`src/rtl/cylon_monitor.sv`:
```
// Receive-side checker for the one-eye cylon sweep: hunts for an anchor position,
// tracks the 14-phase sweep, declares lock, and counts sequence errors and stalls.
module cylon_monitor #(
   parameter int MXERR    = 8,
   parameter int MXTMO    = 23,
   parameter int LOCK_CNT = 14
) (
   input  logic             clock,
   input  logic             reset,
   input  logic [7:0]       din,
   input  logic             err_clr,
   output logic [3:0]       pointer,
   output logic             dir,
   output logic             valid,
   output logic             locked,
   output logic             err_pulse,
   output logic [MXERR-1:0] err_cnt,
   output logic             stall
);

   typedef enum logic [1:0] {HUNT = 2'd0, TRACK = 2'd1, LOCKED = 2'd2} state_t;

   localparam logic [MXTMO-1:0] TMO_MAX   = '1;
   localparam logic [MXTMO-1:0] TMO_LAST  = TMO_MAX - 1'b1;
   localparam logic [7:0]       LOCK_GOAL = 8'(LOCK_CNT);

   function automatic logic [3:0] next_phase(input logic [3:0] p);
      return (p == 4'd13) ? 4'd0 : p + 4'd1;
   endfunction

   // Phases 8..13 retrace bits 6..1 on the way back down.
   function automatic logic [7:0] phase_vec(input logic [3:0] p);
      if (p <= 4'd7) return 8'd1 << p;
      else           return 8'd1 << (4'd14 - p);
   endfunction

   state_t           state, state_n;
   logic [7:0]       din_ff, prev_ff;
   logic [MXTMO-1:0] tmo_cnt;
   logic [7:0]       good_cnt, good_n;
   logic [3:0]       phase_n;
   logic             change, onehot, match, tmo_hit, err_evt;

   assign change  = (din_ff != prev_ff);
   assign onehot  = (din_ff != 8'd0) && ((din_ff & (din_ff - 8'd1)) == 8'd0);
   assign match   = onehot && (din_ff == phase_vec(next_phase(pointer)));
   // A change clears the timer, so a timeout can only land on a quiet cycle.
   assign tmo_hit = !change && (tmo_cnt == TMO_LAST);

   always_comb begin
      state_n = state;
      phase_n = pointer;
      good_n  = good_cnt;
      err_evt = 1'b0;
      if (change) begin
         case (state)
            HUNT: begin
               if (din_ff == 8'h01) begin
                  phase_n = 4'd0;
                  good_n  = 8'd0;
                  state_n = TRACK;
               end else if (din_ff == 8'h80) begin
                  phase_n = 4'd7;
                  good_n  = 8'd0;
                  state_n = TRACK;
               end
            end
            TRACK: begin
               if (match) begin
                  phase_n = next_phase(pointer);
                  good_n  = good_cnt + 8'd1;
                  if (good_cnt + 8'd1 == LOCK_GOAL) state_n = LOCKED;
               end else begin
                  err_evt = 1'b1;
                  state_n = HUNT;
               end
            end
            LOCKED: begin
               if (match) begin
                  phase_n = next_phase(pointer);
               end else begin
                  err_evt = 1'b1;
                  state_n = HUNT;
               end
            end
            default: state_n = HUNT;
         endcase
      end else if (tmo_hit && state != HUNT) begin
         err_evt = 1'b1;
         state_n = HUNT;
      end
   end

   always_ff @(posedge clock or posedge reset) begin
      if (reset) begin
         state     <= HUNT;
         din_ff    <= 8'd0;
         prev_ff   <= 8'd0;
         tmo_cnt   <= '0;
         good_cnt  <= 8'd0;
         pointer   <= 4'd0;
         dir       <= 1'b0;
         valid     <= 1'b0;
         locked    <= 1'b0;
         err_pulse <= 1'b0;
         err_cnt   <= '0;
         stall     <= 1'b0;
      end else begin
         din_ff    <= din;
         prev_ff   <= din_ff;
         state     <= state_n;
         good_cnt  <= good_n;
         pointer   <= phase_n;
         dir       <= (phase_n >= 4'd7);
         valid     <= (state_n != HUNT);
         locked    <= (state_n == LOCKED);
         err_pulse <= err_evt;
         if (err_clr)
            err_cnt <= '0;
         else if (err_evt && err_cnt != '1)
            err_cnt <= err_cnt + 1'b1;
         if (change)
            tmo_cnt <= '0;
         else if (tmo_cnt != TMO_MAX)
            tmo_cnt <= tmo_cnt + 1'b1;
         if (change)
            stall <= 1'b0;
         else if (tmo_hit)
            stall <= 1'b1;
      end
   end

endmodule

```
`config.mk`:
```
export PLATFORM = sky130hd
export DESIGN_NAME = cylon_monitor
export DESIGN_NICKNAME = d
export VERILOG_FILES = /design/src/rtl/cylon_monitor.sv
export SDC_FILE = /design/constraint.sdc
export NUM_CORES = 1
export LEC_CHECK = 0
export CAP_MARGIN = 20
export CORE_MARGIN = 10
export CORE_UTILIZATION = 40
export DETAILED_ROUTE_END_ITERATION = 8
export GPL_TIMING_DRIVEN = 1
export PLACE_DENSITY_LB_ADDON = 0.05
export SLEW_MARGIN = 10
export SYNTH_ARGS = -nofsm -noshare
export SYNTH_HDL_FRONTEND = slang
export SYNTH_SLANG_ARGS = --single-unit
export TNS_END_PERCENT = 30
```
`constraint.sdc`:
```
create_clock -name clock -period 2.4 [get_ports clock]
set_input_delay 0.48 -clock clock [delete_from_list [all_inputs] [get_ports clock]]
set_output_delay 0.48 -clock clock [all_outputs]
set_load 0.1 [all_outputs]
```
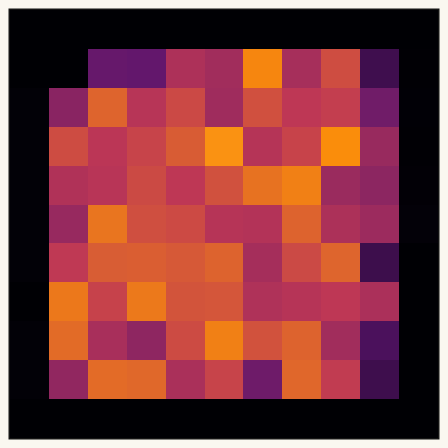
Fig. 1. Cell area per tile (run 1).
11 x 11 tiles, from black (low) to pale yellow (high), 0 to 100% covered.
mean over tiles = 34%
nearly empty tiles = 34%
densest ninth of the die = center

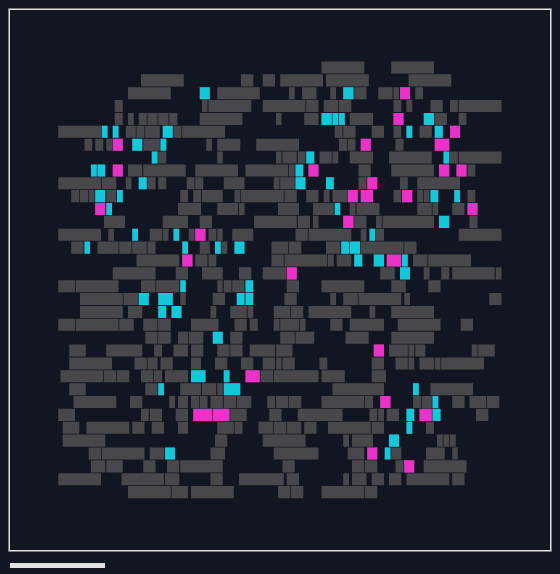
Fig. 2. Selected gate families (run 1).
Bar = 20 um.
NAND gates -> cyan  # cells 63, most used nand2_1
AND and OR gates -> magenta  # cells 29, most used or3_1
non-filler cells, final: 568
most frequent logic cell in the layout: buf_4
fraction of area in multi-input gates: 0.392

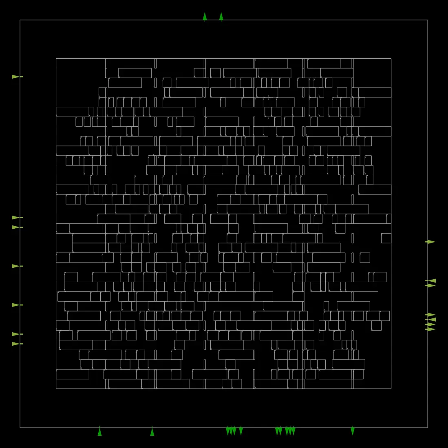
Fig. 3. Cell outlines without signal wires (run 1).
Cell Rows: 34
Core Area: 8680 um^2
Seq area share: 0.364
Fill cells: 827

==> reports/results.ini, run 1 <==
[outcome]
outcome=complete, but fails checks
violations=setup timing

[synthesis]
syn_area_per_cell_um2=9.43
synth-cells-yosys=376
synth-simple-area-share=0.230
syn_area_um2=3550
ys_ff=66
ys_seq_share=0.466
syn-num-nets=396
async_reset_ff_frac=1.00
syn-instance-count=376
ys_warn_count=0

[final_layout]
largest_register_ffs=23
lay_top_cells=74 x buf_4, 62 x dfrtp_1, 38 x nor2_1
nets=475
flop-count=66
nNonClkInverters=18
nNonClkBuffers=86
n_antenna_cell=0
dominant_cells=logic gates

[worst_setup_path]
reg2reg_from=din_ff[0]
rrSetupSlack_ns=-0.12

[route]
post_drt_wl_per_cell_um=14.3
route.met2.wl_um=3930
dr.pass1.iters=4
drt-total-wl_um=8120
drtIter0Drc=120
dr.max_layer_used=met4

[cts]
clkSlewWorstSetupHoldPaths_ns=0.07
cts-root-buf=clkbuf_8
cts_buffers=9
cts_htree_levels=3
clock_latency_ns=0.34
cts.sink_count=66

[job]
warnings=34
drv_cap=0

[global_route]
grt_pass1_vias=2933
met1_usage=0.168
grt_antenna_before_repair=0
busiest_layer=met2
grt_max_degree=24

[sta]
fin_ws_ns=-0.123
finalHoldViolations=0
report.final.setup_viol=12
fmax_mhz=396
relSlewSlack=0.717
worst_pin_slew_ns=0.424
fin_skew_ns=0.0105

[floorplan]
die_h_um=114

[power]
vdd_drop_max_uv=298
leakagePower_nw=1.95

[placement]
dp_hpwl_um=5810

==> run 1: what timing repair did <==
item | CTS | global route
endpoints found under the hold margin | 0 | 0
pin swaps | 2 | 3
buffers inserted | 5 | 1
endpoints found under the setup margin | 10 | 23
resized | 3 | 4
gates cloned | 0 | 0
==> run 1: synth_stat cells (all sizes together) (5+ instances only) <==
cell	n	area, um^2
clkbuf	9	35.0
a21oi	15	75.1
or3	11	68.8
nand4	15	93.8
nor3	11	66.3
inv	17	63.8
nand2	27	101
buf	9	56.3
nor2	38	143
xnor2	15	131
nor2b	5	31.3
ha	9	113
dfrtp	66	1650
o21ai	29	145
nand3	16	85.1
xor2	12	105
and3	5	31.3
==> run 1: worst min-delay path by stage <==
stage                      from  slack (ns)  depth (start not counted)           to
floorplan             din_ff[2]        0.35                          0   prev_ff[2]
global placement    tmo_cnt[22]        0.48                          2  tmo_cnt[22]
detailed placement  tmo_cnt[22]        0.50                          2  tmo_cnt[22]
CTS                       reset        0.45                          2    din_ff[4]
global route              reset        0.50                          2    din_ff[4]
finish                    reset        0.46                          2   err_cnt[3]
==> run 1: metrics by stage <==
step	instances	utilization	worst slack (ns)	TNS, ns
floorplan	376	-	-0.314	-1.83
global placement	546	0.490	-0.142	-0.482
detailed placement	546	0.490	-0.120	-0.557
CTS	567	0.521	-0.0974	-0.337
global route	568	0.524	-0.258	-3.60
finish	568	0.524	-0.123	-0.504
==> run 1: report_power, final <==
group | leakage [nW] | internal (W) | switching, W
registers | 0.877 | 0.00116 | 0.0000415
clock network | 0.109 | 0.000610 | 0.000434
logic | 0.968 | 0.000258 | 0.000508
total | 1.95 | 0.00203 | 0.000984
--- run 2 (diff from run 1) ---
SETUP_SLACK_MARGIN = 0.15   (was default)
==> run 2 against run 1 <==
The flow still finishes with violations (setup timing). Global-route usage is 0.27 points higher. Critical path depth stayed put. Sequential share of layout area is 1.2 points lower. Hold slack better by 0.060 ns. Design area is 3.4% higher. Clock skew is 0.00086 ns higher. Largest power group unchanged. Via count is 0.87% higher. Register-to-register slack hardly changed. Die size stayed put.
==> reports/results.ini, run 2 <==
[power]
leakagePower_nw=2.02  ; was 1.95 nW
vdd_drop_max_uv=314  ; was 298 uV

[global_route]
grt_max_degree=67  ; was 24
grt_pass1_vias=3003  ; was 2933
grt_antenna_before_repair=0  ; unchanged

[cts]
cts_htree_levels=3  ; unchanged
clkSlewWorstSetupHoldPaths_ns=0.08  ; was 0.07 ns
cts.sink_count=66  ; unchanged
cts-root-buf=clkbuf_8  ; unchanged
cts_buffers=9  ; unchanged

[synthesis]
async_reset_ff_frac=1.00  ; unchanged
ys_warn_count=0  ; unchanged
syn-num-nets=396  ; unchanged
synth.top_cells.by_count=66 x dfrtp_1, 38 x nor2_1, 28 x o21ai_0  ; unchanged
syn-instance-count=376  ; unchanged
synth-simple-area-share=0.230  ; unchanged
top_cell=dfrtp_1  ; unchanged
ys_sh_adder=0.0318  ; unchanged
top_cells_by_area=dfrtp_1 47%, nor2_1 4.0%, o21ai_0 4.0%  ; unchanged
syn_area_um2=3550  ; unchanged
synth-cells-yosys=376  ; unchanged
ys_seq_share=0.466  ; unchanged
ys_ff=66  ; unchanged
synth.top_cell.area_share=0.466  ; unchanged

[sta]
finalHoldViolations=0  ; unchanged
report.final.setup_viol=10  ; was 12
fmax_mhz=397  ; was 396 MHz
fin_ws_ns=-0.117  ; was -0.123 ns
relSlewSlack=0.711  ; was 0.717

[job]
warnings=34  ; unchanged

[placement]
pre_cts_ws_ns=-0.157  ; was -0.120 ns
dp_hpwl_um=5670  ; was 5810 um

[floorplan]
die_h_um=114  ; unchanged
core_area_um2=8680  ; unchanged

[route]
dr.pass1.iters=4  ; unchanged
drt-total-wl_um=8320  ; was 8120 um

[final_layout]
nets=477  ; was 475
lay_top_cells=72 x buf_4, 62 x dfrtp_1, 37 x nor2_1  ; was 74 x buf_4, 62 x dfrtp_1, 38 x nor2_1
largest_register_ffs=23  ; unchanged
layout.cells.most_common=buf_4  ; unchanged
n_antenna_cell=0  ; unchanged

[outcome]
violations=setup timing  ; unchanged
outcome=complete, but fails checks  ; unchanged

run 2: netlist changes by cell type in the layout (fill, tap and decap cells not counted), sizes merged:
cell	change
clkinvlp	-1
clkinv	-1
bufinv	-1
buf	+2
clkbuf	+3
run 2: power breakdown:
group          leakage [nW]  internal (W)  switching, W  total (W)
logic                  1.04      0.000270      0.000537   0.000807
clock network         0.107      0.000565      0.000424   0.000988
registers             0.877       0.00116     0.0000484    0.00121
run 2: worst paths after layout:
path | start | to | slack (ns) | depth (start not counted)
worst max-delay path | din_ff[3] | dir | -0.12 | 8
worst min-delay path | good_cnt[7] | good_cnt[7] | 0.52 | 1
worst max register to register | din_ff[3] | dir | -0.12 | 8
worst min register to register | good_cnt[7] | good_cnt[7] | 0.52 | 1
max in group asynchronous | reset | pointer[2] | 1.59 | 3
min in group asynchronous | reset | err_cnt[4] | 0.53 | 3
run 2: routing by layer:
layer	part of all wire	GRT usage	vias up
met5	0	0	-
met3	0.031	0.0252	14
li1	-	-	1504
met2	0.48	0.210	40
met4	0.015	0.0543	0
met1	0.47	0.175	1461
run 2: timing repair:
item                       in CTS  in global routing
setup endpoints to repair      22                 39
pin swaps                      18                 22
resized                        27                 23
buffers inserted                8                  1
run 2: layout make-up:
cell class	instances	area, um^2
fillers	812	3980
multi-input cells	274	1920
flip-flops and latches	66	1660
repair buffers	88	717
clock buffers	14	173
well taps	108	135
inverters	18	67.6
clock inverters	2	35.0
run 2: through the flow:
stage / TNS [ns] / cells / hold slack, ns / instance area [um^2]
floorplan: -1.83 / 376 / 0.349 / 3580
global placement: -0.380 / 545 / 0.482 / 4250
detailed placement: -0.932 / 545 / 0.507 / 4250
CTS: -0.270 / 569 / 0.519 / 4620
global route: -1.60 / 570 / 0.551 / 4700
finish: -0.375 / 570 / 0.516 / 4700
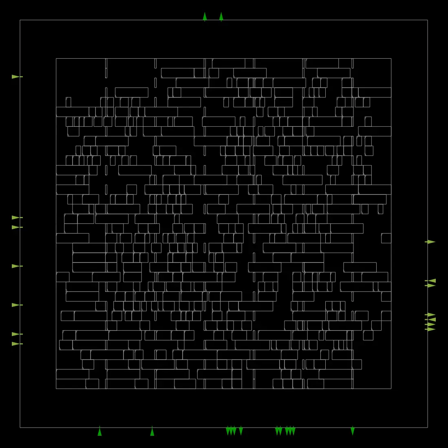
Fig. 4. Cell outlines without signal wires (run 2).
Fill cells: 812
flip-flop and latch count: 66

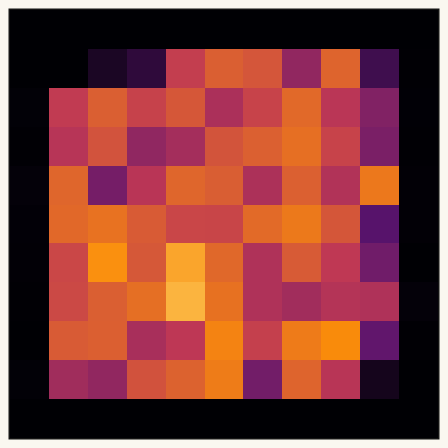
Fig. 5. Cell area per tile (run 2).
11 x 11 tiles, from black (low) to pale yellow (high), 0 to 100% covered.
nearly empty tiles = 34%
fullest tile = 84%
tiles over 75% full = 2.5%
densest ninth of the die = center
mean over tiles = 35%
emptiest ninth of the die = north-west

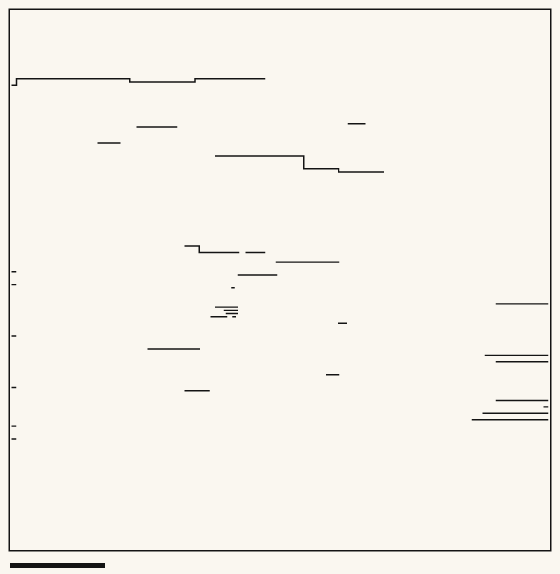
Fig. 6. M3 wires (run 2).
Bar = 20 um.
longest straight run = 23.9 um
nets with wire on the layer = 23
share of all routed wire = 3.2%
main direction = horizontal
wire length on this layer = 262 um

No activity file was given, so power comes from the tool's default toggle rates.
